`src/rtl/pll_reconfig_ctrl.sv`:
```
// pll_reconfig_ctrl: serialises host commands onto the PLL LMMI port and
// sequences PLL reset, relock and debounced lock status.
module pll_reconfig_ctrl #(
  parameter int OFFSET_W     = 7,
  parameter int DATA_W       = 8,
  parameter int RST_CYCLES   = 16,
  parameter int LOCK_STABLE  = 64,
  parameter int LOCK_TIMEOUT = 65535,
  parameter int LMMI_TIMEOUT = 255
) (
  input  logic                CLK,
  input  logic                RST,
  input  logic                CMD_VALID,
  output logic                CMD_READY,
  input  logic                CMD_WR,
  input  logic [OFFSET_W-1:0] CMD_OFFSET,
  input  logic [DATA_W-1:0]   CMD_WDATA,
  output logic                RSP_VALID,
  output logic [DATA_W-1:0]   RSP_RDATA,
  output logic                RSP_ERR,
  input  logic                RELOCK_REQ,
  output logic                LMMIREQUEST,
  output logic                LMMIWRRD_N,
  output logic [OFFSET_W-1:0] LMMIOFFSET,
  output logic [DATA_W-1:0]   LMMIWDATA,
  input  logic [DATA_W-1:0]   LMMIRDATA,
  input  logic                LMMIRDATAVALID,
  input  logic                LMMIREADY,
  output logic                PLLRESET,
  input  logic                LOCK,
  output logic                LOCKED,
  output logic                LOCK_ERR
);

  localparam int M1 =
    (RST_CYCLES > LOCK_TIMEOUT) ? RST_CYCLES : LOCK_TIMEOUT;
  localparam int CMAX =
    (M1 > LMMI_TIMEOUT) ? M1 : LMMI_TIMEOUT;
  localparam int CW = $clog2(CMAX + 1);
  localparam int SW = $clog2(LOCK_STABLE + 1);

  localparam logic [CW-1:0] RST_LAST  = CW'(RST_CYCLES - 1);
  localparam logic [CW-1:0] LOCK_LAST = CW'(LOCK_TIMEOUT - 1);
  localparam logic [CW-1:0] LMMI_LAST = CW'(LMMI_TIMEOUT - 1);
  localparam logic [CW-1:0] CNT_SAT   = CW'(CMAX);
  localparam logic [SW-1:0] STB_LAST  = SW'(LOCK_STABLE - 1);
  localparam logic [SW-1:0] STB_SAT   = SW'(LOCK_STABLE);

  typedef enum logic [2:0] {
    PRST, WLOCK, IDLE, REQ, WRD, RESP
  } state_t;

  state_t state, nxt;

  logic [CW-1:0] cnt, cnt_d;
  logic [SW-1:0] stable, stable_d;

  logic                ready_q, ready_d;
  logic                req_q, req_d;
  logic                prst_q, prst_d;
  logic                rvalid_q, rvalid_d;
  logic                rerr_q, rerr_d;
  logic [DATA_W-1:0]   rdata_q, rdata_d;
  logic                locked_q, locked_d;
  logic                lerr_q, lerr_d;
  logic                wrrd_q, wrrd_d;
  logic [OFFSET_W-1:0] off_q, off_d;
  logic [DATA_W-1:0]   wdata_q, wdata_d;

  logic lock_hit;
  logic monitored;
  logic xfer_ok;

  assign lock_hit  = LOCK && (stable == STB_LAST);
  assign monitored = (state == IDLE) || (state == REQ) ||
                     (state == WRD)  || (state == RESP);
  assign xfer_ok   = ((state == REQ) && LMMIREADY) ||
                     ((state == WRD) && LMMIRDATAVALID);

  always_ff @(posedge CLK) begin
    if (RST) begin
      state    <= PRST;
      cnt      <= '0;
      stable   <= '0;
      ready_q  <= 1'b0;
      req_q    <= 1'b0;
      prst_q   <= 1'b1;
      rvalid_q <= 1'b0;
      rerr_q   <= 1'b0;
      rdata_q  <= '0;
      locked_q <= 1'b0;
      lerr_q   <= 1'b0;
      wrrd_q   <= 1'b0;
      off_q    <= '0;
      wdata_q  <= '0;
    end else begin
      state    <= nxt;
      cnt      <= cnt_d;
      stable   <= stable_d;
      ready_q  <= ready_d;
      req_q    <= req_d;
      prst_q   <= prst_d;
      rvalid_q <= rvalid_d;
      rerr_q   <= rerr_d;
      rdata_q  <= rdata_d;
      locked_q <= locked_d;
      lerr_q   <= lerr_d;
      wrrd_q   <= wrrd_d;
      off_q    <= off_d;
      wdata_q  <= wdata_d;
    end
  end

  always_comb begin
    nxt = state;
    unique case (state)
      PRST:
        if (cnt == RST_LAST) nxt = WLOCK;
      WLOCK:
        if (lock_hit || cnt == LOCK_LAST) nxt = IDLE;
      IDLE:
        if (RELOCK_REQ) nxt = PRST;
        else if (CMD_VALID) nxt = REQ;
      REQ:
        if (LMMIREADY) nxt = wrrd_q ? RESP : WRD;
        else if (cnt == LMMI_LAST) nxt = RESP;
      WRD:
        if (LMMIRDATAVALID || cnt == LMMI_LAST) nxt = RESP;
      RESP:
        nxt = IDLE;
      default:
        nxt = PRST;
    endcase
  end

  // Outputs are decoded from the next state so they land in flops.
  always_comb begin
    cnt_d = '0;
    if (nxt == state)
      cnt_d = (cnt == CNT_SAT) ? cnt : cnt + 1'b1;

    stable_d = '0;
    if (state == WLOCK && LOCK)
      stable_d = (stable == STB_SAT) ? stable : stable + 1'b1;

    locked_d = locked_q;
    lerr_d   = lerr_q;
    if (monitored && locked_q && !LOCK) begin
      locked_d = 1'b0;
      lerr_d   = 1'b1;
    end
    if (state == IDLE && nxt == PRST)
      locked_d = 1'b0;
    if (state == WLOCK && nxt == IDLE) begin
      locked_d = lock_hit;
      lerr_d   = !lock_hit;
    end

    wrrd_d  = wrrd_q;
    off_d   = off_q;
    wdata_d = wdata_q;
    if (state == IDLE && nxt == REQ) begin
      wrrd_d  = CMD_WR;
      off_d   = CMD_OFFSET;
      wdata_d = CMD_WDATA;
    end

    ready_d  = (nxt == IDLE);
    req_d    = (nxt == REQ);
    prst_d   = (nxt == PRST);
    rvalid_d = (nxt == RESP);
    rerr_d   = (nxt == RESP) && !xfer_ok;
    rdata_d  = '0;
    if (nxt == RESP && state == WRD && LMMIRDATAVALID)
      rdata_d = LMMIRDATA;
  end

  assign CMD_READY   = ready_q;
  assign LMMIREQUEST = req_q;
  assign LMMIWRRD_N  = wrrd_q;
  assign LMMIOFFSET  = off_q;
  assign LMMIWDATA   = wdata_q;
  assign PLLRESET    = prst_q;
  assign RSP_VALID   = rvalid_q;
  assign RSP_ERR     = rerr_q;
  assign RSP_RDATA   = rdata_q;
  assign LOCKED      = locked_q;
  assign LOCK_ERR    = lerr_q;

endmodule

```
`config.mk`:
```
export PLATFORM = sky130hd
export DESIGN_NAME = pll_reconfig_ctrl
export DESIGN_NICKNAME = d
export VERILOG_FILES = /design/src/rtl/pll_reconfig_ctrl.sv
export SDC_FILE = /design/constraint.sdc
export NUM_CORES = 1
export LEC_CHECK = 0
export CORE_ASPECT_RATIO = 1.4
export CORE_MARGIN = 4
export CORE_UTILIZATION = 40
export CTS_BUF_LIST = sky130_fd_sc_hd__clkbuf_4 sky130_fd_sc_hd__clkbuf_8
export CTS_CLUSTER_SIZE = 28
export DETAILED_ROUTE_END_ITERATION = 16
export PLACE_DENSITY = 0.69
export SYNTH_ARGS = -nofsm -noshare
export SYNTH_HDL_FRONTEND = slang
export SYNTH_SLANG_ARGS = --single-unit
```
`constraint.sdc`:
```
create_clock -name CLK -period 2.55 [get_ports CLK]
set_clock_uncertainty 0.1 [all_clocks]
set_input_delay 0.51 -clock CLK [delete_from_list [all_inputs] [get_ports CLK]]
set_output_delay 0.51 -clock CLK [all_outputs]
set_load 0.01 [all_outputs]
```
Figure 1. Metal 1.
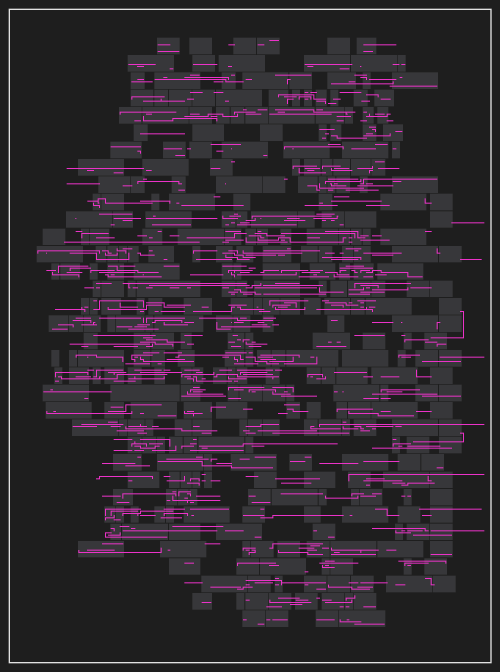
The layer carries 2370 microns of wire. The longest straight run is 25.8 microns. 346 nets have wire on it. The layer holds 42% of the routed length. The wires run mostly horizontal.

Figure 2. Met2 routing.
Bar = 20 microns.
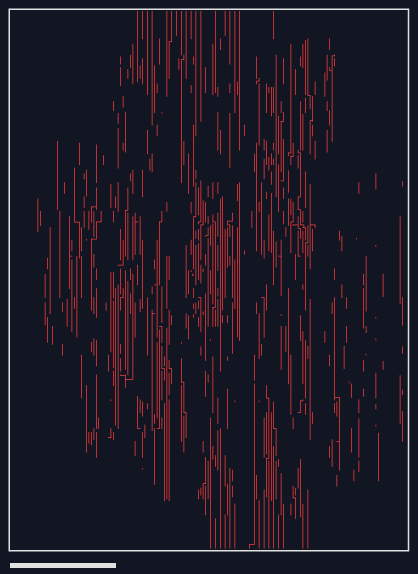
The layer holds 51% of the routed length. The longest straight run is 32.6 microns.

Figure 3. Met3 routing.
Bar = 20 microns.
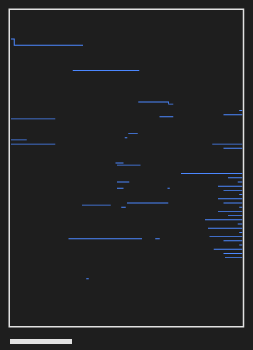
The longest straight run is 23.5 microns. The layer carries 309 microns of wire.

==> impl_metrics.env <==
# yosys + openroad results
export IMPL_globalRouteMet1Util_pct=18.01
export IMPL_synthAdderAreaFrac_pct=2.468
export IMPL_clockNetworkAreaShare_pct=5.636
export IMPL_hold_class="flip-flop to flip-flop"
export IMPL_clock_path_buffers=2
export IMPL_result_of_the_run="completed"
export IMPL_design_area_sq_um=3530
export IMPL_cts_reportedPaths_clkPinSlew_ns=0.06
export IMPL_tritoncts="done"
export IMPL_die_area_sq_um=7693
export IMPL_ys_seq_elements=57
export IMPL_synth_xor_area_share_pct=6.219
export IMPL_lay_top_cells="61 x clkdlybuf4s50_1, 57 x dfxtp_1, 47 x nor2_1, 16 x mux2i_1, 14 x nand3_1"
export IMPL_top_signal_layer_used="met4"
export IMPL_post_synth_cell_area_avg_sq_um=9.389
export IMPL_synth_dominant_cell_count="dfxtp_1"
export IMPL_routed_wire_length_per_instance_microns=13.41
export IMPL_max_freq_mhz=419.7
export IMPL_worstPathArrival_ns=2.50
export IMPL_top_cells_by_count="57 x dfxtp_1, 47 x nor2_1, 16 x mux2i_1"
export IMPL_final_layout_top_logic_cell="clkdlybuf4s50_1"
export IMPL_power_switching_w=0.0003726
export IMPL_async_flop_share_pct=0
export IMPL_final_net_count=383
export IMPL_critical_path_required_ns=2.66
export IMPL_taps=72
export IMPL_globalRoute_busiestLayer="met2"
export IMPL_min_from="LMMIOFFSET[1]$_SDFFE_PP0P_"
export IMPL_yosys_warnings=0
export IMPL_design_seq_count=57
export IMPL_simple_logic_cell_fraction_of_the_synthesized_area_pct=27.89
export IMPL_post_synth_main_area_contributors="dfxtp_1 45%, nor2_1 7.0%, mux2i_1 6.3%"
export IMPL_clock_power_share_pct=46.2
export IMPL_crit_path_start="cnt[12]$_SDFFE_PP0P_"
export IMPL_seq_total_area_pct=32.33
export IMPL_netlist_logic_family_top="simple AND/OR/NAND/NOR gates"
export IMPL_number_of_buffers_other_than_clock_buffers_in_the_final_layout=75
export IMPL_finalHoldWorstSlack_ns=0.3894
export IMPL_ctsResizeCount=0
export IMPL_buf_share_pct=20.99
export IMPL_synth_yosys_seq_area_share_pct=45.01
export IMPL_worst_setup_path_end_kind="flip-flop"
export IMPL_postPlaceCellArea_sq_um=3317
export IMPL_netlist_instances=270
export IMPL_synth_cell_types=53
export IMPL_synthDominantCellAreaShare_pct=45.01
export IMPL_flip_flop_count_of_the_largest_register_all_copies_and_words_added=16
export IMPL_vias_per_cell=5.083
Figure 4. Clock routing.
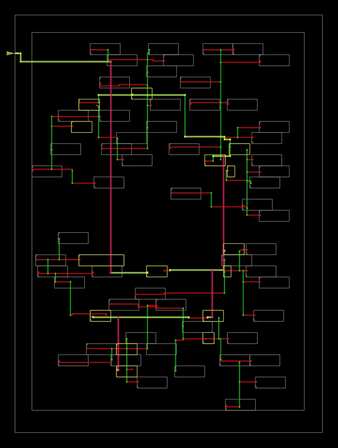
total clock sinks: 57
clock group total power: 0.000844 W

Figure 5. Wiring heat map.
Bar = 20 microns. The die is cut into 15 by 20 equal tiles; dark purple is low, yellow is high, scaled to the fullest tile. Values are wire area over tile area, all layers added.
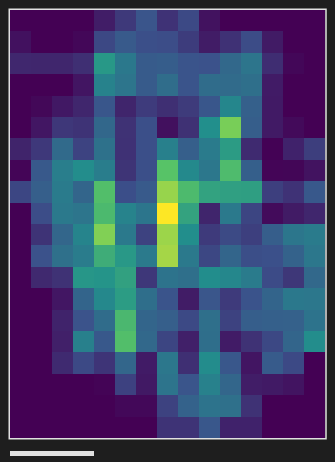
22% of the tiles are nearly empty. The emptiest ninth of the die: bottom left. 8.3% of the tiles are over half the peak.

No activity file was given, so power comes from the tool's default toggle rates.
